### src/rtl/spi_engine.sv
// SPI master shift engine with register interface, CPOL/CPHA modes and status flags.
// Optional one-entry TX holding buffer: define SPI_ENGINE_TXBUF_EN.
module spi_engine #(
  parameter int WIDTH = 8,
  parameter int NSS   = 2,
  parameter int DIVW  = 4
) (
  input  logic            CLKx4,
  input  logic            nRESET,
  input  logic            WR,
  input  logic            RD,
  input  logic [1:0]      ADDR,
  input  logic [15:0]     WDATA,
  output logic [15:0]     RDATA,
  input  logic            MISO,
  output logic            MOSI,
  output logic            SCK,
  output logic [NSS-1:0]  nSS,
  output logic            IRQ
);

  // state    | meaning
  // ST_IDLE  | waiting for a DATA write; SCK follows CPOL
  // ST_LOAD  | shadow mode/divider, load shifter, present first MOSI bit
  // ST_SHIFT | 2*WIDTH half periods of DIV+1 clocks each
  // ST_DONE  | publish RX, raise DONE, drop BUSY (or chain from buffer)
  localparam int CW = $clog2(WIDTH + 1);

  typedef enum logic [1:0] {
    ST_IDLE  = 2'd0,
    ST_LOAD  = 2'd1,
    ST_SHIFT = 2'd2,
    ST_DONE  = 2'd3
  } state_t;

  state_t           state_q;
  logic [WIDTH-1:0] tx_q;
  logic [WIDTH-1:0] shift_q;
  logic [WIDTH-1:0] rx_q;
  logic [NSS-1:0]   nss_q;
  logic             cpol_q;
  logic             cpha_q;
  logic             cpol_s_q;
  logic             cpha_s_q;
  logic [DIVW-1:0]  div_q;
  logic [DIVW-1:0]  div_s_q;
  logic [DIVW-1:0]  hcnt_q;
  logic [CW-1:0]    bitcnt_q;
  logic             half_q;
  logic             miso_q;
  logic             sck_q;
  logic             mosi_q;
  logic             busy_q;
  logic             done_q;
  logic             overrun_q;

  logic             wr_data;
  logic             wr_ctrl;
  logic             wr_div;
  logic             rd_data;
  logic             engaged;
  logic             hexp;
  logic             last_edge;
  logic             ovr_evt;
  logic             cpol_d;
  logic             txfull;
  logic             unused_bits;

  assign wr_data = WR && (ADDR == 2'd0);
  assign wr_ctrl = WR && (ADDR == 2'd1);
  assign wr_div  = WR && (ADDR == 2'd2);
  assign rd_data = RD && (ADDR == 2'd0);
  assign engaged = (state_q != ST_IDLE);
  assign hexp    = (hcnt_q == '0);
  assign cpol_d  = wr_ctrl ? WDATA[4] : cpol_q;

  // Frame ends on the trailing edge after the last sample; in CPHA=1 that
  // trailing edge is itself the last sample.
  assign last_edge = hexp && half_q &&
                     (bitcnt_q == (cpha_s_q ? CW'(1) : CW'(0)));

`ifdef SPI_ENGINE_TXBUF_EN
  logic [WIDTH-1:0] txbuf_q;
  logic             txfull_q;
  logic             buf_store;
  logic             chain_new;

  assign buf_store = wr_data && ((state_q == ST_LOAD) || (state_q == ST_SHIFT)) && !txfull_q;
  assign chain_new = wr_data && (state_q == ST_DONE) && !txfull_q;
  assign ovr_evt   = wr_data && engaged && txfull_q;
  assign txfull    = txfull_q;
`else
  assign ovr_evt   = wr_data && engaged;
  assign txfull    = 1'b0;
`endif

  assign unused_bits = &{1'b0, WDATA};

  always_ff @(posedge CLKx4 or negedge nRESET) begin
    if (!nRESET) begin
      state_q   <= ST_IDLE;
      tx_q      <= '0;
      shift_q   <= '0;
      rx_q      <= '0;
      nss_q     <= '1;
      cpol_q    <= 1'b0;
      cpha_q    <= 1'b0;
      cpol_s_q  <= 1'b0;
      cpha_s_q  <= 1'b0;
      div_q     <= '0;
      div_s_q   <= '0;
      hcnt_q    <= '0;
      bitcnt_q  <= '0;
      half_q    <= 1'b0;
      miso_q    <= 1'b0;
      sck_q     <= 1'b0;
      mosi_q    <= 1'b0;
      busy_q    <= 1'b0;
      done_q    <= 1'b0;
      overrun_q <= 1'b0;
`ifdef SPI_ENGINE_TXBUF_EN
      txbuf_q   <= '0;
      txfull_q  <= 1'b0;
`endif
    end else begin
      if (wr_ctrl) begin
        nss_q  <= WDATA[NSS-1:0];
        cpol_q <= WDATA[4];
        cpha_q <= WDATA[5];
      end
      if (wr_div) begin
        div_q <= WDATA[DIVW-1:0];
      end

      // A fresh overrun beats a simultaneous clear request.
      if (ovr_evt) begin
        overrun_q <= 1'b1;
      end else if (wr_ctrl && WDATA[6]) begin
        overrun_q <= 1'b0;
      end

      if (state_q == ST_DONE) begin
        done_q <= 1'b1;
      end else if (wr_data || rd_data) begin
        done_q <= 1'b0;
      end

`ifdef SPI_ENGINE_TXBUF_EN
      if (buf_store) begin
        txbuf_q  <= WDATA[WIDTH-1:0];
        txfull_q <= 1'b1;
      end
`endif

      unique case (state_q)
        ST_IDLE: begin
          sck_q <= cpol_d;
          if (wr_data) begin
            tx_q    <= WDATA[WIDTH-1:0];
            state_q <= ST_LOAD;
          end
        end
        ST_LOAD: begin
          cpol_s_q <= cpol_q;
          cpha_s_q <= cpha_q;
          div_s_q  <= div_q;
          hcnt_q   <= div_q;
          busy_q   <= 1'b1;
          shift_q  <= tx_q;
          bitcnt_q <= CW'(WIDTH);
          mosi_q   <= tx_q[WIDTH-1];
          sck_q    <= cpol_q;
          half_q   <= 1'b0;
          state_q  <= ST_SHIFT;
        end
        ST_SHIFT: begin
          if (hexp) begin
            hcnt_q <= div_s_q;
            sck_q  <= ~sck_q;
            half_q <= ~half_q;
            if (!half_q) begin
              if (!cpha_s_q) begin
                miso_q   <= MISO;
                bitcnt_q <= bitcnt_q - CW'(1);
              end else begin
                mosi_q <= shift_q[WIDTH-1];
              end
            end else begin
              if (!cpha_s_q) begin
                shift_q <= {shift_q[WIDTH-2:0], miso_q};
                mosi_q  <= shift_q[WIDTH-2];
              end else begin
                shift_q  <= {shift_q[WIDTH-2:0], MISO};
                bitcnt_q <= bitcnt_q - CW'(1);
              end
              if (last_edge) begin
                state_q <= ST_DONE;
              end
            end
          end else begin
            hcnt_q <= hcnt_q - DIVW'(1);
          end
        end
        ST_DONE: begin
          rx_q    <= shift_q;
          busy_q  <= 1'b0;
          sck_q   <= cpol_s_q;
          state_q <= ST_IDLE;
`ifdef SPI_ENGINE_TXBUF_EN
          // Chain straight into the next frame; nSS is left alone.
          if (txfull_q) begin
            tx_q     <= txbuf_q;
            txfull_q <= 1'b0;
            busy_q   <= 1'b1;
            state_q  <= ST_LOAD;
          end else if (chain_new) begin
            tx_q    <= WDATA[WIDTH-1:0];
            busy_q  <= 1'b1;
            state_q <= ST_LOAD;
          end
`endif
        end
        default: begin
          state_q <= ST_IDLE;
        end
      endcase
    end
  end

  always_comb begin
    RDATA = '0;
    case (ADDR)
      2'd0: RDATA[WIDTH-1:0] = rx_q;
      2'd1: begin
        RDATA[NSS-1:0] = nss_q;
        RDATA[4]       = cpol_q;
        RDATA[5]       = cpha_q;
      end
      2'd2: RDATA[DIVW-1:0] = div_q;
      default: RDATA[3:0] = {txfull, overrun_q, done_q, busy_q};
    endcase
  end

  assign SCK  = sck_q;
  assign MOSI = mosi_q;
  assign nSS  = nss_q;
  assign IRQ  = done_q;

endmodule

### config.mk
export PLATFORM = sky130hd
export DESIGN_NAME = spi_engine
export DESIGN_NICKNAME = d
export VERILOG_FILES = /design/src/rtl/spi_engine.sv
export SDC_FILE = /design/constraint.sdc
export NUM_CORES = 1
export LEC_CHECK = 0
export CAP_MARGIN = 20
export CORE_AREA = 2 2 92 94
export DETAILED_ROUTE_END_ITERATION = 6
export DIE_AREA = 0 0 94 96
export PLACE_DENSITY = 0.66
export SLEW_MARGIN = 20
export SYNTH_ARGS = -nofsm -noshare
export SYNTH_HDL_FRONTEND = slang
export SYNTH_SLANG_ARGS = --single-unit
### constraint.sdc
create_clock -name CLKx4 -period 4.15 [get_ports CLKx4]
set_input_delay 0.83 -clock CLKx4 [delete_from_list [all_inputs] [get_ports CLKx4]]
set_output_delay 0.83 -clock CLKx4 [all_outputs]
set_load 0.01 [all_outputs]
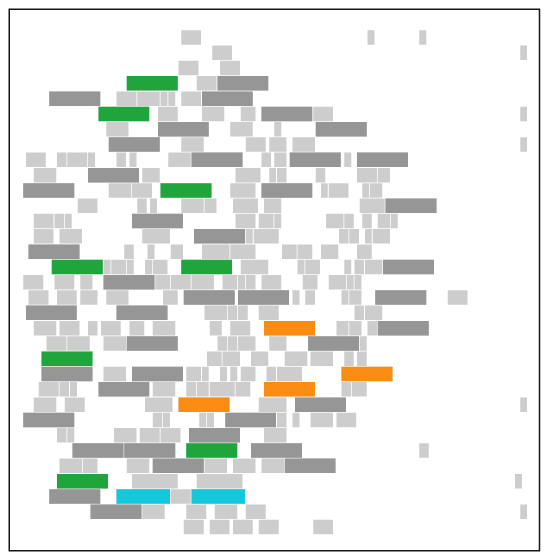
**Above:** run 1 (register map, names as in the netlist).
- rx_q: green (sequential cells 8)
- nSS: cyan (sequential cells 2)
- hcnt_q: orange (sequential cells 4)

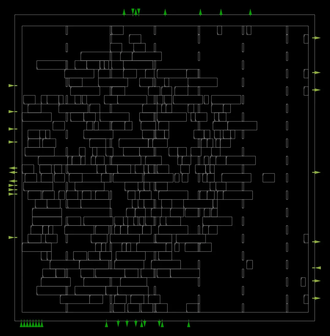
**Above:** run 1 (cell placement).
fin util: 39.8%
area of the placeable core: 8050 sq um
Seq area share: 43.1%
number of rows in the core area: 33
number of flip-flops and latches: 55

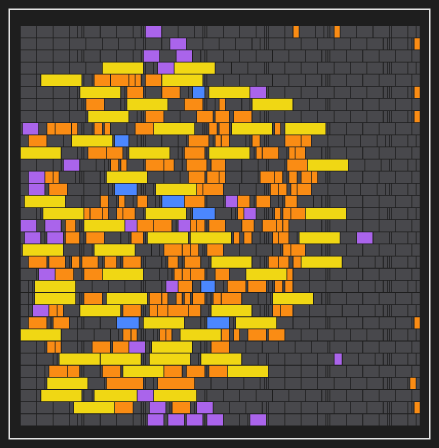
**Above:** run 1 (cell classes on the final placement).
Fill, decap, tap and diode cells in gray.
- remaining buffers and delay cells: purple (cells 32; share of their area 9.9%)
- registers: yellow (cells 55; share of their area 45%)
- remaining logic cells: orange (cells 173; share of their area 42%)
- clock drivers and dummy loads: blue (cells 8; share of their area 3.1%)

==> run notes, run 1 <==
Notes on the physical implementation.

- The run finished with clean final reports.
- The first-pass GRT wire length is 9810 um, for reference.
- The cell type that accounts for the most area after synthesis is sky130_fd_sc_hd__dfrtp_1.
- The combined global-route utilization of all metal layers is 14.1%, for reference.
- The final count of hold timing violations is 0, for reference.
- The pre-antenna-repair detailed-routing pass consisted of 4 iterations.
- The top-area cell type share of the netlist area is 48.1%, for reference.
- The areal power density over the cells is 735 nW/um^2, for reference.
- In the hold report, the worst path ends at miso_q.
- The die span in y is 96 um, for reference.
- The prevailing logic family in the synthesized netlist is multiplexers, for reference.
- Max fanout on the critical path was recorded as 10.
- The required arrival time at the worst endpoint is 3.32 ns, for reference.
- The final weighted congestion recorded by global placement is 0.794.
- The remaining max-slew budget at the tightest pin is 47.6%, for reference.
- The H-tree depth is 2, for reference.
- The highest clock rate is 0.285 GHz, for reference.
- The standard cell area after detailed placement is 3110 sq um, for reference.
- The proportion of register bits with asynchronous set or reset after synthesis is 100%, for reference.
- Across the run, the number of max-cap violations was 0.
- The top cell types in the final layout, fill and taps aside, are sky130_fd_sc_hd__dfrtp_1, sky130_fd_sc_hd__mux2_2, sky130_fd_sc_hd__clkdlybuf4s50_1, sky130_fd_sc_hd__nand2_1, sky130_fd_sc_hd__o21ai_0.
- The number of buffers and inverters on the critical path is 2, for reference.
- The clock root buffer is sky130_fd_sc_hd__clkbuf_8, for reference.
- The area of all placed cells without fillers is 3200 sq um, for reference.
- The via count normalized by instance count is 5.10, for reference.
- In this run, the synthesized area fraction spent on and/or/nand/nor cells is recorded as 9.67%.
- The path class of the lowest-slack min-delay path is flop to flop, for reference.
run 1: area by class of cell:
class	instances	area [sq um]	share of cell area, %
Multi-Input combinational cell	164	1260	39.4
Timing Repair Buffer	32	303	9.46
Clock inverter	3	25.0	0.782
Sequential cell	55	1380	43.1
Inverter	9	33.8	1.06
Clock buffer	5	68.8	2.15
Tap cell	105	131	4.10
run 1: where the power goes:
part	total [W]	leakage [nW]	switching, W	internal, W
Sequential	0.000968	0.670	0.000195	0.000773
Clock	0.000307	0.0443	0.000186	0.000121
Combinational	0.00108	0.664	0.000544	0.000533
run 1: per-layer routing:
metal	routed length, um	vias to the layer above	track usage [%]
li1	-	904	-
met1	2730	954	19.4
met2	2860	38	22.8
met3	195	6	2.66
met4	55	0	3.99
met5	0	-	0
**Run 1: wire density map**

Bar = 20 um. 19 x 19 tiles, from black (low) to pale yellow (high), scaled to the fullest tile. Values are wire area over tile area, all layers added.
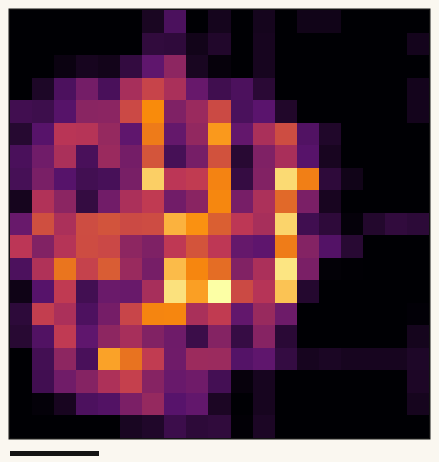

## Run 2: what changed since run 1
--- a/config.mk
+++ b/config.mk
@@ -9,7 +9,7 @@
 export CORE_AREA = 2 2 92 94
 export DETAILED_ROUTE_END_ITERATION = 6
 export DIE_AREA = 0 0 94 96
-export PLACE_DENSITY = 0.66
+export PLACE_DENSITY = 0.68
 export SLEW_MARGIN = 20
 export SYNTH_ARGS = -nofsm -noshare
 export SYNTH_HDL_FRONTEND = slang
==> constraint.sdc (replaced) <==
create_clock -name CLKx4 -period 2.85 [get_ports CLKx4]
set_input_delay 0.57 -clock CLKx4 [delete_from_list [all_inputs] [get_ports CLKx4]]
set_output_delay 0.57 -clock CLKx4 [all_outputs]
set_load 0.01 [all_outputs]
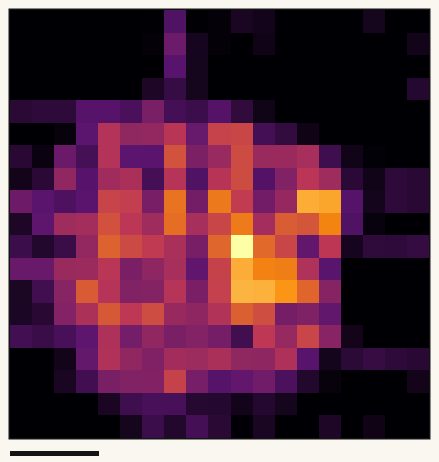
**Above:** run 2 (wire density map).
Bar = 20 um. 19 x 19 tiles, from black (low) to pale yellow (high), scaled to the fullest tile. Values are wire area over tile area, all layers added.
- mean over tiles: 0.10
- nearly empty tiles: 34%
- fullest tile: 0.48
- densest ninth of the die: center

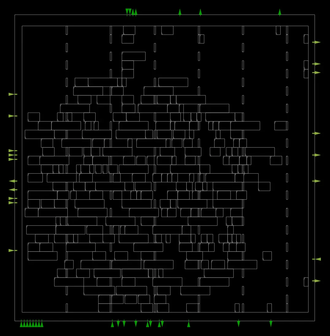
**Above:** run 2 (cell placement).
filler instances: 779
fin util: 40.0%
count of inserted tapcells: 105
Post-Layout Cell Count: 373

==> run 2 against run 1 <==
Net effect:
- worst hold slack got worse by 0.28 ns
- cell count unchanged
- synthesized cell count did not move
- die size is the same
- core utilization is 0.25 points higher
- global-route usage down 0.057 points
- sequential cell count did not move
- clock-buffer cell count unchanged
- first-iteration DRC count rose by 23%
- wire length shrank 1.4%
- critical path type unchanged
- largest power group unchanged
==> run notes, run 2 <==
Notes on the physical implementation.

- The number of cell rows is 33 (unchanged).
- The largest driver fanout on the critical path is 10 (unchanged).
- The area inside the core boundary is 8050 sq um (unchanged), for reference.
- The run finished with clean final reports.
- The combined global-route utilization of all metal layers came to 14.0% (-0.057 points).
- The routed length on met1 is 2640 um (-3.1%), for reference.
- The number of search-and-repair iterations in the first detailed-routing pass came to 4 (unchanged).
- The proportion of register bits with asynchronous set or reset after synthesis is 100% (unchanged).
- The clock root buffer is sky130_fd_sc_hd__clkbuf_8, for reference.
- Of all cell types, the one taking the most synthesized area is sky130_fd_sc_hd__dfrtp_1.
- The fraction of met1 tracks used by global routing is 19.9% (+0.57 points), for reference.
- The remaining max-slew budget at the tightest pin is 62.2% (+15 points).
- The fraction of power consumed by combinational cells came to 45.5% (-0.3 points).
- The part of the power in the clock network came to 13.3% (+0.2 points).
- Global route summary, busiest routing layer listed as met2.
- The power dissipated in combinational cells came to 0.00156 W (+44%).
- The met3 global-route usage came to 2.66% (unchanged).
- The routability congestion estimate from global placement is 0.781 (-1.7%), for reference.
- The top-area cell type share of the netlist area was 48.1% (unchanged).
- The die span in y was 96 um (unchanged).
- Ranking logic cells in the layout by count gives the top entries sky130_fd_sc_hd__dfrtp_1, sky130_fd_sc_hd__mux2_2, sky130_fd_sc_hd__clkdlybuf4s50_1, sky130_fd_sc_hd__nand2_1, sky130_fd_sc_hd__o21ai_0.
- The first-pass GRT wire length came to 9790 um (-0.20%).
- The net switching power of the design came to 0.00136 W (+47%).
## run 2: stage by stage
step                cells  hold slack (ns)  cell area [sq um]
floorplan             248            0.274               2780
global placement      364            0.474               3110
detailed placement    364            0.491               3110
CTS                   372            0.437               3210
global route          373            0.273               3220
finish                373            0.220               3220
## run 2: layout make-up
type,count,area (sq um),share of cell area (%)
timing repair buffer,32,320,9.94
clock inverter,3,25.0,0.777
tap,105,131,4.08
inverter,9,33.8,1.05
clock buffer,5,68.8,2.14
sequential,55,1380,42.8
multi-input combinational,164,1260,39.2
## run 2: kinds of logic after synthesis
logic type / synth area share, %
buffers and inverters: 5.17
XOR/XNOR: 0.636
AND/OR/NAND/NOR: 9.67
other: 0.136
AND-OR/OR-AND: 11.8
adder cells (fa/ha/maj): 3.18
multiplexers: 19.4
flip-flops: 50.0
**Run 2: zoomed window**

Bar = 20 um. Window x 0 to 50, y 0 to 50 um. Cells in gray, sequential cells in the stronger gray; small squares are vias.
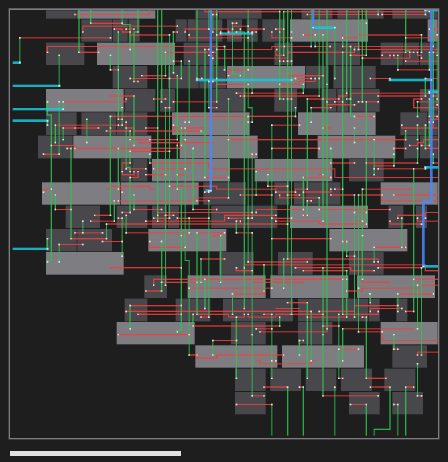

## Run 3: what changed since run 2
--- a/config.mk
+++ b/config.mk
@@ -10,6 +10,7 @@
 export DETAILED_ROUTE_END_ITERATION = 6
 export DIE_AREA = 0 0 94 96
 export PLACE_DENSITY = 0.68
+export REMOVE_ABC_BUFFERS = 1
 export SLEW_MARGIN = 20
 export SYNTH_ARGS = -nofsm -noshare
 export SYNTH_HDL_FRONTEND = slang
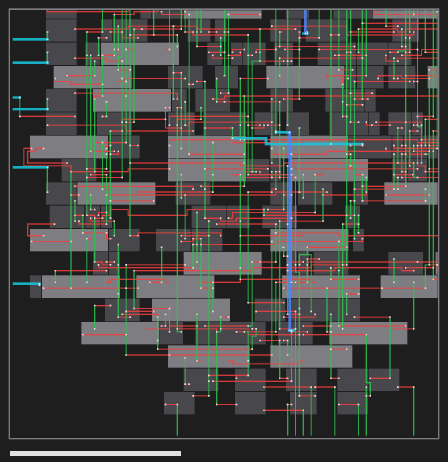
**Above:** run 3 (zoomed window).
Bar = 20 um. Window x 0 to 50, y 0 to 50 um. Cells in gray, sequential cells in the stronger gray; small squares are vias.
- M1: red
- M4: blue
- M2: green
- M3: cyan
- cells with their middle in the window: 109
- sequential cells in the window: 23
- netlist names of flops here include: div_q (4), rx_q (4), shift_q (4)
- most frequent: dfrtp_1 (21), mux2_2 (16), clkdlybuf4s50_1 (13)

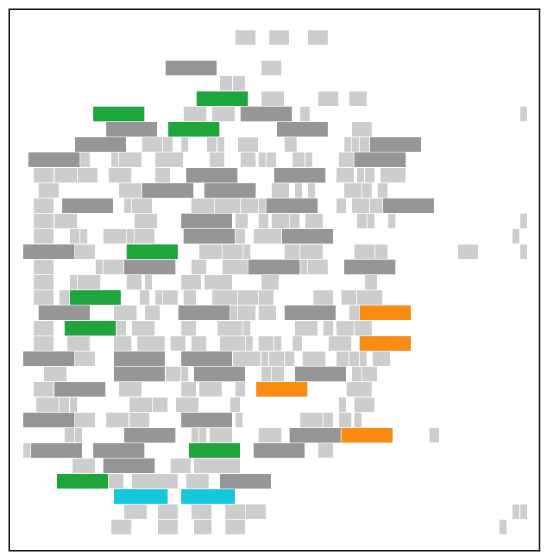
**Above:** run 3 (register map, names as in the netlist).
sequential cell area in the final layout: 1380 sq um
Seq area share: 42.7%
power drawn by the sequential cells: 0.00140 W

==> run 3 against run 2 <==
Net effect:
- via count is 3.2% lower
- setup slack gained 0.13 ns
- die size stayed put
- maximum frequency is 4.9% higher
- design area grew 0.16%
- synthesized cell count did not move
- cell count is 0.80% higher
- global-route usage increased by 0.11 points
- critical endpoint unchanged
==> run notes, run 3 <==
Notes on the physical implementation.

- Per the CTS log, the root buffer master is sky130_fd_sc_hd__clkbuf_8.
- The final instance count without filler cells is 376 (+0.80%), for reference.
- The number of search-and-repair iterations in the first detailed-routing pass is 4 (unchanged), for reference.
- The cell-internal power is 0.00206 W, for reference.
- The met3 global-route usage came to 2.43% (-0.23 points).
- The largest driver fanout on the critical path is 9 (-1), for reference.
- The chip occupies 9020 sq um.
- The cell type with the largest total area after synthesis is sky130_fd_sc_hd__dfrtp_1, for reference.
- The final-stage net count is 300, for reference.
- The dominant power group is combinational cells, for reference.
- The routed length on met1 is 2720 um (+2.8%), for reference.
- The destination of the critical timing path is RDATA[1], for reference.
- Before CTS, the worst setup slack after placement is 0.00192 ns.
- The net switching power of the design came to 0.00135 W (-0.79%).
- The top-area cell type share of the netlist area was 48.1% (unchanged).
- In the Yosys report, the sequential cells make up 50.0% of the chip area.
- The global router reports that the layer with the highest usage is met2.
- The die span in y was 96 um (unchanged).
- The area inside the core boundary is 8050 sq um (unchanged).
- The detailed router reports a met3 wire length of 159 um.
- The combined global-route utilization of all metal layers came to 14.1% (+0.11 points).
- The instance count after placement with tap cells included is 368 (+1.1%), for reference.
- The area of all placed cells without fillers is 3230 sq um (+0.16%), for reference.
- The instance tally after logic synthesis is 241, for reference.
- The run finished with clean final reports.
- The standard cell area after detailed placement came to 3130 sq um (+0.56%).
- Across all layers, the routed design uses 1872 vias.
- The worst hold slack after final layout was 0.267 ns (+0.0468 ns).
- The commonest register cell is sky130_fd_sc_hd__dfrtp_1.
- The number of cell rows is 33 (unchanged), for reference.
- The remaining max-slew budget at the tightest pin came to 58.2% (-4.0 points).
- In the layout the commonest cells are sky130_fd_sc_hd__dfrtp_1, sky130_fd_sc_hd__mux2_2, sky130_fd_sc_hd__clkdlybuf4s50_1, sky130_fd_sc_hd__nand2_1, sky130_fd_sc_hd__o21ai_0.
- The first-pass GRT wire length is 9720 um (-0.70%), for reference.
- The fraction of power consumed by combinational cells is 45.9% (+0.4 points).
- Walking the worst path, the cells encountered are clkdlybuf4s50_1 -> buf_4 -> mux4_2 -> clkdlybuf4s50_1.
- The utilization after layout is 40.1% (+0.062 points), for reference.
- The fraction of met1 tracks used by global routing is 18.5% (-1.4 points).
- The part of the power in the clock network is 13.1% (-0.2 points), for reference.
- The power dissipated in combinational cells is 0.00156 W (about the same), for reference.
- The proportion of register bits with asynchronous set or reset after synthesis is 100% (unchanged), for reference.
run 3: final cells by class:
type | count | area [sq um]
clock buffer | 5 | 68.8
clock inverter | 3 | 25.0
fill | 777 | 4820
inverter | 9 | 33.8
multi-input combinational | 164 | 1260
sequential | 55 | 1380
tap | 105 | 131
timing repair buffer | 35 | 324
run 3: cells by family after synthesis:
family | share of synthesized area (%)
DFF | 50.0
and+or+nand+nor | 9.67
AOI/OAI and AO/OA | 11.8
muxes | 19.4
buffers and inverters | 5.17
adders and majority gates | 3.18
xor gates and xnor gates | 0.636
other | 0.136
run 3: what timing repair did:
action | CTS | global route
setup buffers | 0 | 0
hold buffers | 0 | 0
resized | 1 | 0
setup endpoints to repair | 2 | 0
run 3: worst max-delay path, delay by kind of cell:
kind,cells,cell delay [ns]
buffers and inverters,3,1.21
muxes,1,0.30
Power and IR drop assume default switching activity.
